[config.mk]
export PLATFORM = sky130hd
export DESIGN_NAME = apb_master_arb
export DESIGN_NICKNAME = d
export VERILOG_FILES = /design/src/rtl/apb_master_arb_pkg.sv /design/src/rtl/apb_master_arb_rr_arb2.sv /design/src/rtl/apb_master_arb.sv
export SDC_FILE = /design/constraint.sdc
export NUM_CORES = 1
export LEC_CHECK = 0
export CORE_AREA = 2 2 111 113
export DETAILED_ROUTE_END_ITERATION = 7
export DIE_AREA = 0 0 113 115
export HOLD_SLACK_MARGIN = 0.03
export PLACE_DENSITY = 0.75
export SYNTH_ARGS = -nofsm -noshare
export SYNTH_HDL_FRONTEND = slang
export SYNTH_SLANG_ARGS = --single-unit
[constraint.sdc]
create_clock -name PCLK -period 1.8 [get_ports PCLK]
set_input_delay 0.36 -clock PCLK [delete_from_list [all_inputs] [get_ports PCLK]]
set_output_delay 0.36 -clock PCLK [all_outputs]
set_load 0.01 [all_outputs]
[src/rtl/apb_master_arb_pkg.sv]
// ============================================================================
// apb_master_arb_pkg : shared FSM encodings and default widths | rev 1.0
// ============================================================================
`default_nettype none

package apb_master_arb_pkg;

  localparam int DEF_DATA_SIZE = 32;
  localparam int DEF_ADDR_SIZE = 6;
  localparam int DEF_TIMEOUT   = 16;

  typedef enum logic [1:0] {
    IDLE   = 2'b00,
    SETUP  = 2'b01,
    ACCESS = 2'b10
  } apb_state_t;

endpackage

`default_nettype wire

[src/rtl/apb_master_arb_rr_arb2.sv]
// ============================================================================
// rr_arb2 : two-way round-robin arbiter, ptr = last granted index | rev 1.0
// ============================================================================
`default_nettype none

module rr_arb2 (
  input  logic [1:0] req,
  input  logic       ptr,
  output logic [1:0] grant
);

  always_comb begin
    grant = 2'b00;
    case (req)
      2'b01:   grant = 2'b01;
      2'b10:   grant = 2'b10;
      2'b11:   grant = ptr ? 2'b01 : 2'b10;
      default: grant = 2'b00;
    endcase
  end

endmodule

`default_nettype wire

[src/rtl/apb_master_arb.sv]
// ============================================================================
// apb_master_arb : two-requester APB master with round-robin arbitration
// and ACCESS timeout; every output is registered | rev 1.0
// ============================================================================
`default_nettype none

module apb_master_arb
  import apb_master_arb_pkg::*;
#(
  parameter int DATA_SIZE = DEF_DATA_SIZE,
  parameter int ADDR_SIZE = DEF_ADDR_SIZE,
  parameter int TIMEOUT   = DEF_TIMEOUT
) (
  input  logic                       PCLK,
  input  logic                       PRESETn,
  input  logic [1:0]                 req,
  input  logic [1:0]                 req_write,
  input  logic [2*ADDR_SIZE-1:0]     req_addr,
  input  logic [2*DATA_SIZE-1:0]     req_wdata,
  input  logic [2*(DATA_SIZE/8)-1:0] req_strobe,
  output logic [1:0]                 done,
  output logic [DATA_SIZE-1:0]       rdata,
  output logic                       err,
  output logic [ADDR_SIZE-1:0]       PADDR,
  output logic                       PSEL,
  output logic                       PENABLE,
  output logic                       PWRITE,
  output logic [DATA_SIZE-1:0]       PWDATA,
  output logic [DATA_SIZE/8-1:0]     PSTROBE,
  input  logic [DATA_SIZE-1:0]       PRDATA,
  input  logic                       PREADY,
  input  logic                       PSLVERR
);

  localparam int STRB_SIZE = DATA_SIZE / 8;
  localparam int CNT_W     = $clog2(TIMEOUT + 1);
  localparam logic [CNT_W-1:0] CNT_LAST = CNT_W'(TIMEOUT - 1);

  apb_state_t             state, state_n;
  logic [CNT_W-1:0]       cnt, cnt_n;
  logic                   ptr, ptr_n;
  logic [1:0]             grant, grant_n;
  logic [1:0]             arb_req, arb_grant;
  logic [1:0]             done_n;
  logic                   err_n;
  logic [DATA_SIZE-1:0]   rdata_n;
  logic [ADDR_SIZE-1:0]   paddr_n;
  logic                   psel_n, penable_n, pwrite_n;
  logic [DATA_SIZE-1:0]   pwdata_n;
  logic [STRB_SIZE-1:0]   pstrobe_n;

  // Candidate requester for the selected load point: the requester just
  // served (or still being acknowledged) is masked out for that cycle.
  always_comb begin
    arb_req = 2'b00;
    case (state)
      IDLE:    arb_req = req & ~done;
      ACCESS:  arb_req = req & ~grant;
      default: arb_req = 2'b00;
    endcase
  end

  rr_arb2 u_rr_arb2 (
    .req   (arb_req),
    .ptr   (ptr),
    .grant (arb_grant)
  );

  always_comb begin
    state_n   = state;
    cnt_n     = cnt;
    ptr_n     = ptr;
    grant_n   = grant;
    done_n    = 2'b00;
    err_n     = 1'b0;
    rdata_n   = rdata;
    paddr_n   = PADDR;
    psel_n    = PSEL;
    penable_n = PENABLE;
    pwrite_n  = PWRITE;
    pwdata_n  = PWDATA;
    pstrobe_n = PSTROBE;

    case (state)
      IDLE: begin
        psel_n    = 1'b0;
        penable_n = 1'b0;
        if (|arb_req) begin
          state_n = SETUP;
          psel_n  = 1'b1;
        end
      end
      SETUP: begin
        state_n   = ACCESS;
        penable_n = 1'b1;
        cnt_n     = '0;
      end
      ACCESS: begin
        if (PREADY || (cnt == CNT_LAST)) begin
          done_n    = grant;
          err_n     = PREADY ? PSLVERR : 1'b1;
          penable_n = 1'b0;
          if (PREADY && !PWRITE) begin
            rdata_n = PRDATA;
          end
          // A timeout always returns to IDLE; a normal completion chains
          // straight into the next SETUP when the other requester waits.
          if (PREADY && (|arb_req)) begin
            state_n = SETUP;
            psel_n  = 1'b1;
          end else begin
            state_n = IDLE;
            psel_n  = 1'b0;
          end
        end else begin
          cnt_n = cnt + 1'b1;
        end
      end
      default: begin
        state_n   = IDLE;
        psel_n    = 1'b0;
        penable_n = 1'b0;
      end
    endcase

    if ((state_n == SETUP) && (state != SETUP)) begin
      grant_n   = arb_grant;
      ptr_n     = arb_grant[1];
      paddr_n   = arb_grant[1] ? req_addr[2*ADDR_SIZE-1:ADDR_SIZE] : req_addr[ADDR_SIZE-1:0];
      pwrite_n  = arb_grant[1] ? req_write[1] : req_write[0];
      pwdata_n  = '0;
      pstrobe_n = '0;
      if (pwrite_n) begin
        pwdata_n  = arb_grant[1] ? req_wdata[2*DATA_SIZE-1:DATA_SIZE] : req_wdata[DATA_SIZE-1:0];
        pstrobe_n = arb_grant[1] ? req_strobe[2*STRB_SIZE-1:STRB_SIZE] : req_strobe[STRB_SIZE-1:0];
      end
    end
  end

  always_ff @(posedge PCLK or negedge PRESETn) begin
    if (!PRESETn) begin
      state   <= IDLE;
      cnt     <= '0;
      ptr     <= 1'b1;
      grant   <= 2'b00;
      done    <= 2'b00;
      err     <= 1'b0;
      rdata   <= '0;
      PADDR   <= '0;
      PSEL    <= 1'b0;
      PENABLE <= 1'b0;
      PWRITE  <= 1'b0;
      PWDATA  <= '0;
      PSTROBE <= '0;
    end else begin
      state   <= state_n;
      cnt     <= cnt_n;
      ptr     <= ptr_n;
      grant   <= grant_n;
      done    <= done_n;
      err     <= err_n;
      rdata   <= rdata_n;
      PADDR   <= paddr_n;
      PSEL    <= psel_n;
      PENABLE <= penable_n;
      PWRITE  <= pwrite_n;
      PWDATA  <= pwdata_n;
      PSTROBE <= pstrobe_n;
    end
  end

endmodule

`default_nettype wire

util_map.png
Drawn at 3 px/um. 11 x 12 tiles, from dark blue (low) to red (high), 0 to 100% covered.
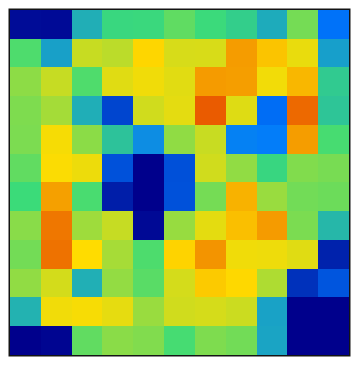
tiles over 75% full: 15%
emptiest ninth of the die: south-east
fullest tile: 90%
nearly empty tiles: 6.8%

congestion_map.png
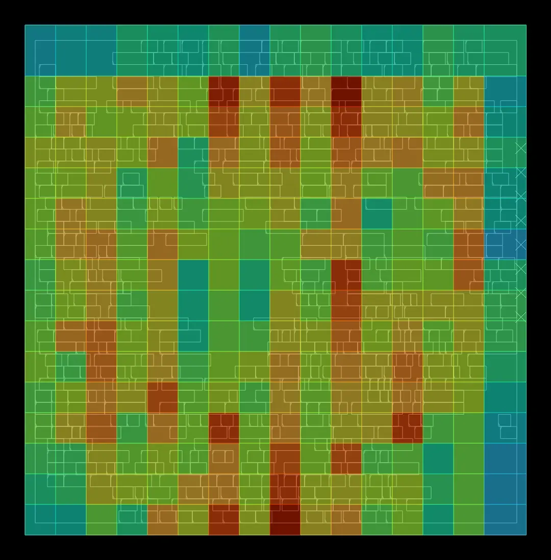
DR WL/cell: 16.92 um
GR Util All Layers: 0.1794
met2 GRT Util: 0.3158

==> results.sh <==
# physical design summary
export IMPL_outcome="complete, but fails checks"
export IMPL_violations="DRC, setup timing"
export IMPL_grt_setup_unrepaired="yes"
export IMPL_stdcell_count=705
export IMPL_slowest_stage="dfrtp_2"
export IMPL_gp_congestion=0.7852
export IMPL_cts_setup_buffers=0
export IMPL_ys_types=38
export IMPL_area_combinational_mm2=0.001964
export IMPL_powerClk_mw=1.92
export IMPL_dp_cells=684
export IMPL_cp_depth=5
export IMPL_overflow=0
export IMPL_avgViaCountPerCell=5.026
export IMPL_timing_hold_ws_ns=0.4851
export IMPL_busiest_layer="met2"
export IMPL_hp_class="reg2reg"
export IMPL_cp_start_kind="flip-flop"
export IMPL_hold_buffers=1
export IMPL_finalCriticalPeriod_ns=1.922
export IMPL_seqPwrFrac=0.308
export IMPL_grt_pass1_wl_mm=18.65
export IMPL_grt_use_met1=0.2138
export IMPL_wl_met3_um=648
export IMPL_fin_skew_ns=0.005662
export IMPL_fp_dieW_um=113
export IMPL_antenna_found_initial=0
export IMPL_tns_ns=-3.028
export IMPL_yosysTopAreaCellShare=0.5251
export IMPL_layout_nonclk_buf_frac=0.3384
export IMPL_drtPass1Iterations=6
export IMPL_vdd_ir_drop_max_v=0.0007382
export IMPL_total_power_mw=11.43
export IMPL_drive_gt1_frac=0.2348
export IMPL_ff_count=90
export IMPL_placed_cell_area_mm2=0.006581
export IMPL_drc=8
export IMPL_cts_clk_slew_worst_paths_ns=0.06
export IMPL_ys_ff=90
export IMPL_min_to="rdata[7]$_DFFE_PN0P_"
export IMPL_log_warning_count=29
export IMPL_dp_hpwl_mm=8.685
export IMPL_crit_fanout=6
export IMPL_async_flop_share=1.000
export IMPL_wl_met2_mm=6.207
export IMPL_h_tree_depth=3
export IMPL_synth_cells=334
export IMPL_setup_ws_ns=-0.1222
export IMPL_edf_count=0
export IMPL_synthTopCellsByCount="89 x dfrtp_1, 45 x o21ai_0, 41 x mux2_2, 41 x mux2i_1, 27 x o31ai_1"
export IMPL_p_seq_mw=3.52
export IMPL_finalClockPeriodUsage=1.068
export IMPL_grt_pass1_vias=3653
export IMPL_ys_cells=334
export IMPL_synth_cellmix_adderShare=0.005900
export IMPL_utilization=0.6041
export IMPL_mux_share=0.2230
export IMPL_top_logic_kind="multiplexers"
export IMPL_worst_pin_slew_ns=0.4862
export IMPL_clock_sinks=90
export IMPL_arrival_ns=2.14
export IMPL_area_growth_pct=68.23
export IMPL_final_area_mm2=0.007136
export IMPL_num_multi_input_gates=212
export IMPL_io_pins=204
export IMPL_row_count=40
export IMPL_r2r_slack_ns=-0.12
export IMPL_finalSetupViolCount=43
export IMPL_final_cell_mix="202 x clkdlybuf4s50_1, 88 x dfrtp_1, 42 x o21ai_0"
export IMPL_holdPathStages=1
